<file path="config.mk">
export PLATFORM = sky130hd
export DESIGN_NAME = cpu_alu_core_flat
export DESIGN_NICKNAME = d
export VERILOG_FILES = /design/src/rtl/cpu_alu_core_pkg.sv /design/src/rtl/cpu_alu_core_if.sv /design/src/rtl/cpu_alu_shifter.sv /design/src/rtl/cpu_alu_core.sv /design/src/flat_wrapper.sv
export SDC_FILE = /design/constraint.sdc
export NUM_CORES = 1
export LEC_CHECK = 0
export CORE_MARGIN = 2
export CORE_UTILIZATION = 62
export DETAILED_ROUTE_END_ITERATION = 16
export HOLD_SLACK_MARGIN = 0.08
export PLACE_DENSITY_LB_ADDON = 0.2
export SYNTH_ARGS = -nofsm -noshare
export SYNTH_HDL_FRONTEND = slang
export SYNTH_SLANG_ARGS = --single-unit
</file>
<file path="constraint.sdc">
create_clock -name clk -period 22.7 [get_ports clk]
set_clock_uncertainty 0.2 [all_clocks]
set_input_delay 4.54 -clock clk [delete_from_list [all_inputs] [get_ports clk]]
set_output_delay 4.54 -clock clk [all_outputs]
set_load 0.05 [all_outputs]
</file>
<file path="src/rtl/cpu_alu_core_pkg.sv">
// Shared CPU definitions: ALU opcode encoding and shifter mode, reused by the
// decoder/control unit and the execute-stage ALU.
package cpu_alu_core_pkg;

    localparam int unsigned ALU_OP_W = 4;

    typedef enum logic [ALU_OP_W-1:0] {
        ALU_ADD  = 4'd0,
        ALU_SUB  = 4'd1,
        ALU_AND  = 4'd2,
        ALU_OR   = 4'd3,
        ALU_XOR  = 4'd4,
        ALU_SLT  = 4'd5,
        ALU_SLL  = 4'd6,
        ALU_SRA  = 4'd7,
        ALU_SRL  = 4'd8,
        ALU_SLTU = 4'd9
    } alu_opcode_t;

    typedef enum logic [1:0] {
        SH_SLL = 2'd0,
        SH_SRL = 2'd1,
        SH_SRA = 2'd2
    } shift_mode_t;

endpackage

</file>
<file path="src/rtl/cpu_alu_core_if.sv">
// Operand/result bundle between the execute stage and the ALU.
// Optional CPU_ALU_EXT_FLAGS_EN adds the n/c/v flag signals.
interface cpu_alu_core_if
    import cpu_alu_core_pkg::*;
#(
    parameter int unsigned DATA_WIDTH = 32
);
    logic [DATA_WIDTH-1:0] in_a;
    logic [DATA_WIDTH-1:0] in_b;
    logic [ALU_OP_W-1:0]   op_sel;
    logic                  z_flag;
    logic [DATA_WIDTH-1:0] alu_out;
    logic [DATA_WIDTH-1:0] alu_out_q;
    logic                  z_flag_q;
`ifdef CPU_ALU_EXT_FLAGS_EN
    logic                  n_flag;
    logic                  c_flag;
    logic                  v_flag;

    modport master (
        output in_a, in_b, op_sel,
        input  z_flag, alu_out, alu_out_q, z_flag_q, n_flag, c_flag, v_flag
    );
    modport slave (
        input  in_a, in_b, op_sel,
        output z_flag, alu_out, alu_out_q, z_flag_q, n_flag, c_flag, v_flag
    );
`else
    modport master (
        output in_a, in_b, op_sel,
        input  z_flag, alu_out, alu_out_q, z_flag_q
    );
    modport slave (
        input  in_a, in_b, op_sel,
        output z_flag, alu_out, alu_out_q, z_flag_q
    );
`endif
endinterface

</file>
<file path="src/rtl/cpu_alu_shifter.sv">
// Logarithmic barrel shifter for SLL/SRL/SRA; left shifts reuse the
// right-shift stages by bit-reversing the data on the way in and out.
module cpu_alu_shifter
    import cpu_alu_core_pkg::*;
#(
    parameter int unsigned DATA_WIDTH = 32
) (
    input  logic [DATA_WIDTH-1:0]         data_i,
    input  logic [$clog2(DATA_WIDTH)-1:0] sh_i,
    input  shift_mode_t                   mode_i,
    output logic [DATA_WIDTH-1:0]         data_o
);
    localparam int unsigned SH_W = $clog2(DATA_WIDTH);

    logic                  left;
    logic                  fill;
    logic [DATA_WIDTH-1:0] ones;
    logic [DATA_WIDTH-1:0] cur;

    assign left = (mode_i == SH_SLL);
    assign fill = (mode_i == SH_SRA) & data_i[DATA_WIDTH-1];
    assign ones = '1;

    always_comb begin
        cur    = '0;
        data_o = '0;
        for (int unsigned i = 0; i < DATA_WIDTH; i++) begin
            cur[i] = left ? data_i[DATA_WIDTH-1-i] : data_i[i];
        end
        // Stage i shifts by 2**i; fill mask covers the vacated top bits.
        for (int unsigned i = 0; i < SH_W; i++) begin
            if (sh_i[i]) begin
                cur = (cur >> (32'd1 << i)) | (fill ? ~(ones >> (32'd1 << i)) : '0);
            end
        end
        for (int unsigned i = 0; i < DATA_WIDTH; i++) begin
            data_o[i] = left ? cur[DATA_WIDTH-1-i] : cur[i];
        end
    end

endmodule

</file>
<file path="src/rtl/cpu_alu_core.sv">
// RV32I execute-stage ALU: combinational result/zero flag plus a one-cycle
// registered copy. Define CPU_ALU_EXT_FLAGS_EN for n/c/v flag outputs.
module cpu_alu_core
    import cpu_alu_core_pkg::*;
#(
    parameter int unsigned DATA_WIDTH = 32
) (
    input logic           clk,
    input logic           rst,
    cpu_alu_core_if.slave bus
);
    localparam int unsigned SH_W = $clog2(DATA_WIDTH);
    localparam int unsigned MSB  = DATA_WIDTH - 1;

    logic [DATA_WIDTH-1:0] a;
    logic [DATA_WIDTH-1:0] b;
    logic [DATA_WIDTH-1:0] b_op;
    logic [DATA_WIDTH:0]   addsub;
    logic                  use_sub;
    logic                  slt_bit;
    logic                  sltu_bit;
    shift_mode_t           sh_mode;
    logic [DATA_WIDTH-1:0] shift_res;
    logic [DATA_WIDTH-1:0] result_d;
    logic                  zero_d;
    logic [DATA_WIDTH-1:0] result_q;
    logic                  zero_q;

    assign a = bus.in_a;
    assign b = bus.in_b;

    // Single a + ~b + 1 path serves ADD, SUB and both compares.
    assign use_sub  = (bus.op_sel != ALU_ADD);
    assign b_op     = use_sub ? ~b : b;
    assign addsub   = {1'b0, a} + {1'b0, b_op} + {{DATA_WIDTH{1'b0}}, use_sub};
    assign slt_bit  = (a[MSB] ^ b[MSB]) ? a[MSB] : addsub[MSB];
    assign sltu_bit = ~addsub[DATA_WIDTH];

    always_comb begin
        sh_mode = SH_SLL;
        case (bus.op_sel)
            ALU_SRL: sh_mode = SH_SRL;
            ALU_SRA: sh_mode = SH_SRA;
            default: sh_mode = SH_SLL;
        endcase
    end

    cpu_alu_shifter #(
        .DATA_WIDTH (DATA_WIDTH)
    ) u_shifter (
        .data_i (a),
        .sh_i   (b[SH_W-1:0]),
        .mode_i (sh_mode),
        .data_o (shift_res)
    );

    always_comb begin
        result_d = '0;
        case (bus.op_sel)
            ALU_ADD,
            ALU_SUB:  result_d = addsub[DATA_WIDTH-1:0];
            ALU_AND:  result_d = a & b;
            ALU_OR:   result_d = a | b;
            ALU_XOR:  result_d = a ^ b;
            ALU_SLT:  result_d = {{(DATA_WIDTH-1){1'b0}}, slt_bit};
            ALU_SLTU: result_d = {{(DATA_WIDTH-1){1'b0}}, sltu_bit};
            ALU_SLL,
            ALU_SRA,
            ALU_SRL:  result_d = shift_res;
            default:  result_d = '0;
        endcase
    end

    assign zero_d = (result_d == '0);

    always_ff @(posedge clk or posedge rst) begin
        if (rst) begin
            result_q <= '0;
            zero_q   <= 1'b0;
        end else begin
            result_q <= result_d;
            zero_q   <= zero_d;
        end
    end

    assign bus.alu_out   = result_d;
    assign bus.z_flag    = zero_d;
    assign bus.alu_out_q = result_q;
    assign bus.z_flag_q  = zero_q;

`ifdef CPU_ALU_EXT_FLAGS_EN
    logic is_arith;

    assign is_arith   = (bus.op_sel == ALU_ADD) || (bus.op_sel == ALU_SUB);
    assign bus.n_flag = result_d[MSB];
    // SUB carry is NOT borrow, i.e. 1 when a >= b unsigned.
    assign bus.c_flag = is_arith & addsub[DATA_WIDTH];
    assign bus.v_flag = is_arith & (a[MSB] == b_op[MSB]) & (addsub[MSB] != a[MSB]);
`endif

endmodule

</file>
<file path="src/flat_wrapper.sv">
// flat-port wrapper written by rule: the top's interface ports become plain ports
module cpu_alu_core_flat import cpu_alu_core_pkg::*;
#(
    parameter int unsigned DATA_WIDTH = 32
)
  (clk, rst, bus_in_a, bus_in_b, bus_op_sel, bus_z_flag, bus_alu_out, bus_alu_out_q, bus_z_flag_q);
  cpu_alu_core_if #(.DATA_WIDTH(DATA_WIDTH)) bus_i ();
  input logic clk;
  input logic rst;
  input wire logic [$bits(bus_i.in_a)-1:0] bus_in_a;
  input wire logic [$bits(bus_i.in_b)-1:0] bus_in_b;
  input wire logic [$bits(bus_i.op_sel)-1:0] bus_op_sel;
  output wire logic [$bits(bus_i.z_flag)-1:0] bus_z_flag;
  output wire logic [$bits(bus_i.alu_out)-1:0] bus_alu_out;
  output wire logic [$bits(bus_i.alu_out_q)-1:0] bus_alu_out_q;
  output wire logic [$bits(bus_i.z_flag_q)-1:0] bus_z_flag_q;
  assign bus_i.in_a = bus_in_a;
  assign bus_i.in_b = bus_in_b;
  assign bus_i.op_sel = bus_op_sel;
  assign bus_z_flag = bus_i.z_flag;
  assign bus_alu_out = bus_i.alu_out;
  assign bus_alu_out_q = bus_i.alu_out_q;
  assign bus_z_flag_q = bus_i.z_flag_q;
  cpu_alu_core #(.DATA_WIDTH(DATA_WIDTH)) u_core (.clk(clk), .rst(rst), .bus(bus_i));
endmodule
</file>
**The metal 2 layer**

(2 px per um)
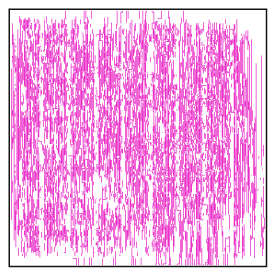
wire length on this layer	17500 um
share of all routed wire	40%
nets with wire on the layer	1306
longest straight run	89.8 um
main direction	vertical

**Supply network**

(3 px per um) Pins as bars on the die edge. Tap cells in gray.
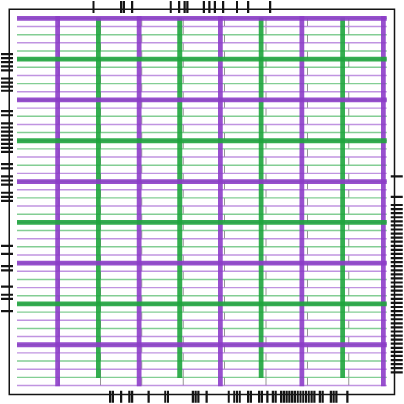
color	net
green	VDD
purple	VSS
rows	45
met1 rails	46

**Routed metal, one color a layer**

(3 px per um)
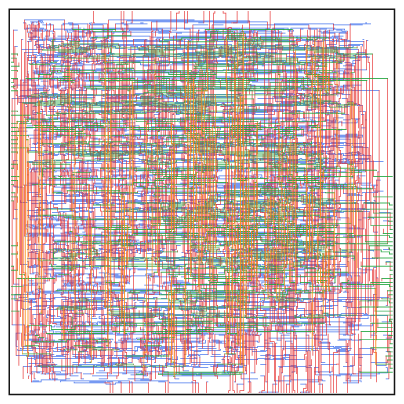
color	layer	wire length
orange	metal 4	3720 um
blue	metal 1	14700 um
red	metal 2	17500 um
green	metal 3	7350 um

**Clock wiring as the flow saved it**

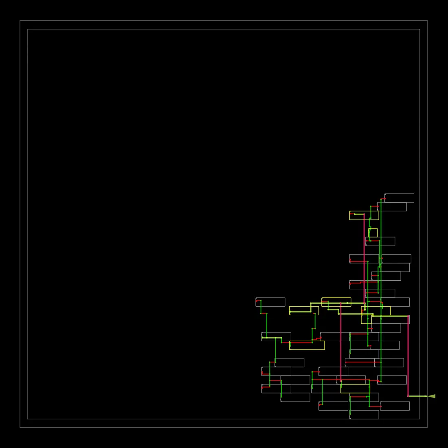
Num Clock Sinks: 33
Clock group: 0.0791 mW
TritonCTS buffer count: 5
clock tree buffer count of the final layout: 5

**Signal wires on met3**

(2 px per um) Cells faint in the background.
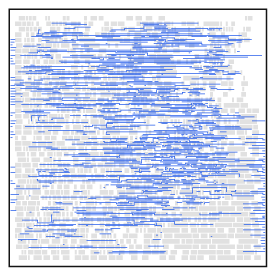
longest straight run	81.4 um
main direction	horizontal
wire length on this layer	7350 um

==> run notes <==
The full implementation flow was run.

The via count of the first global-routing pass is 10800. The flow ran to the end, and the final reports show no timing, DRC or antenna violations. The yosys synthesis warning count stands at 0. The internal portion of total power stands at 0.237 mW. The total wire length after detailed routing stands at 43200 um.

Yosys reported that registers with async set or reset make up 1.00. Of the total power, the clock network draws 0.156. The total of flip-flops plus latches after synthesis stands at 33.

Listed in order, past its start point the critical path passes buf_2 > buf_4 > or3_1 > nand3_1 > a31oi_1 > a21oi_1 > a221o_1 > a22oi_1 > a22oi_1 > a221o_1 > or4_1 > or3_1 > nor4_2 > clkdlybuf4s50_1. The slew at the pin closest to its max-slew limit stands at 1.26 ns. The report counts max-capacitance violations totalling 0. The routed length per instance stands at 27.5 um. At the end of routability-driven placement, the weighted congestion stood at 1.12. The area fraction of the largest cell type after synthesis is 0.125. The worst setup timing slack at the placement stage stands at 7.42 ns. The remaining design rule violation count stands at 0.

In the routed layout, each cell is associated on average with a via count of 7.76. Sequential cells consume a total of 0.0691 mW. Per the log, the first TritonRoute iteration ended with a DRC count of 2527. The maximum ir drop on the vdd rail stands at 0.0000475 V. Summing all placed instances gives a cell area of 0.0107 sq mm. After technology mapping, the gate count stands at 1323. The worst path buffer plus inverter count stands at 3.

The registers of the reported paths see a clock transition of 0.06 ns. The sequential share of power stands at 0.136. The final max-slew violation count stands at 0. The number of fill cells in the layout stands at 1269. In this run the core area contains 45 standard-cell rows.

The switching portion of total power comes to 0.531. The setup TNS stands at 0 ns. The vertical die dimension reported for this design is 128 um. The utilization after layout stands at 0.725.

The most common logic cells in the final layout are sky130_fd_sc_hd__clkdlybuf4s50_1 (131), sky130_fd_sc_hd__nand2_1 (123), sky130_fd_sc_hd__nor2_1 (106), sky130_fd_sc_hd__ha_1 (95), sky130_fd_sc_hd__o21ai_0 (93). The first detailed-routing pass took 7 iterations. In the Yosys stats the netlist draws on 94 distinct library cells. The post-synthesis net count stands at 1489.

Note that the worst hold path type here is input pin to async pin. Of the total power, combinational logic draws 0.707. The finished cells cover 0.0109 sq mm. The maximum clock path buffer count stands at 2. The maximum clock frequency stands at 64.1 MHz. The count of nets after finishing stands at 1546.

TritonCTS built the clock tree. Setup repair after global routing left no endpoint under its margin. Per the final timing report, the hold violations number 0. The worst endpoint required time stands at 17.96 ns. The most common logic cell in the final layout is sky130_fd_sc_hd__clkdlybuf4s50_1. Combinational power for this build is 0.359 mW. Looking at the clock tree report, the root buffer type is sky130_fd_sc_hd__clkbuf_16. The final power report lists total power as 0.507 mW. By area the synthesized netlist is led by sky130_fd_sc_hd__ha_1 (12%), sky130_fd_sc_hd__dfrtp_1 (8.7%), sky130_fd_sc_hd__o21ai_0 (4.9%). Per the STA report, the cell with the highest stage delay on the worst path is sky130_fd_sc_hd__clkdlybuf4s50_1. The count of buffers added by post-CTS timing repair for setup stands at 0.

The biggest slice of the total power is consumed by combinational cells. For this design the ratio of total power to cell area is 46.3 mW/mm^2. For reference, the post-synthesis area per instance comes to 7.19 sq um. The portion of the clock cycle consumed by the worst path in the final layout stands at 0.687. The post-synth area from yosys stat stands at 0.00952 sq mm. The worst-case max-slew headroom was logged as 0.155. The end-of-flow timing check tallies setup violations at 0.

The final standard cell count with taps included and fillers excluded stands at 1571. The worst setup path is of the input pin to primary output kind. The largest net degree at the start of global routing stands at 97.

The first global-routing pass estimated 63800 um of wire. The count of antenna-violating nets left after detailed routing stands at 0. Per the timing report, the biggest fanout along the worst path comes to 96. Per the run report, area growth between synthesis and finish was 14.9%. On the critical path the largest part of the delay comes from AND-OR/OR-AND gates.

The synthesis report names the predominant flop master as sky130_fd_sc_hd__dfrtp_1. The sum of net half-perimeters after detailed placement stands at 32700 um.
[cells in the mapped netlist, drive strengths merged (33+ instances only)]
cell type    n
a21oi       68
a31oi       36
buf         41
clkbuf      62
dfrtp       33
ha          95
inv         72
nand2      123
nand3       62
nor2       107
o21ai      109
xnor2       48
[final cells by class]
cell class / instances / area, sq um / share of cell area
Sequential cell: 33 / 826 / 0.0755
Antenna cell: 2 / 5.00 / 0.000458
Tap cell: 188 / 235 / 0.0215
Clock inverter: 3 / 46.3 / 0.00423
Timing Repair Buffer: 153 / 1490 / 0.136
Inverter: 74 / 278 / 0.0254
Clock buffer: 5 / 125 / 0.0114
Multi-Input combinational cell: 1113 / 7930 / 0.726
[final timing paths]
| kind | start | to | slack (ns) | cells after the start |
|---|---|---|---|---|
| max in group asynchronous | rst | u_core.bus.alu_out_q[0] | 17.41 | 3 |
| hold / removal | rst | u_core.bus.alu_out_q[5] | 4.39 | 2 |
| min in group clk | bus_in_b[27] | u_core.bus.alu_out_q[27] | 5.09 | 5 |
| setup / recovery | bus_op_sel[2] | bus_z_flag | 7.10 | 14 |
[layer usage]
| metal | vias up | track usage | routed length (um) | part of all wire |
|---|---|---|---|---|
| met4 | 0 | 0.304 | 3720 | 0.086 |
| met1 | 5505 | 0.644 | 14700 | 0.34 |
| met2 | 1238 | 0.744 | 17500 | 0.40 |
| met3 | 303 | 0.184 | 7350 | 0.17 |
| li1 | 5140 | - | - | - |
| met5 | - | 0.0217 | 0 | 0 |
[kinds of logic after synthesis]
| logic type | Yosys count | synth area share |
|---|---|---|
| buf+inv | 177 | 0.0816 |
| simple gates | 470 | 0.254 |
| mux | 45 | 0.0735 |
| xor+xnor | 59 | 0.0543 |
| fa+ha+maj | 96 | 0.127 |
| flops | 33 | 0.0868 |
| compound gates | 443 | 0.323 |
Power is estimated from default activity; no workload was simulated.
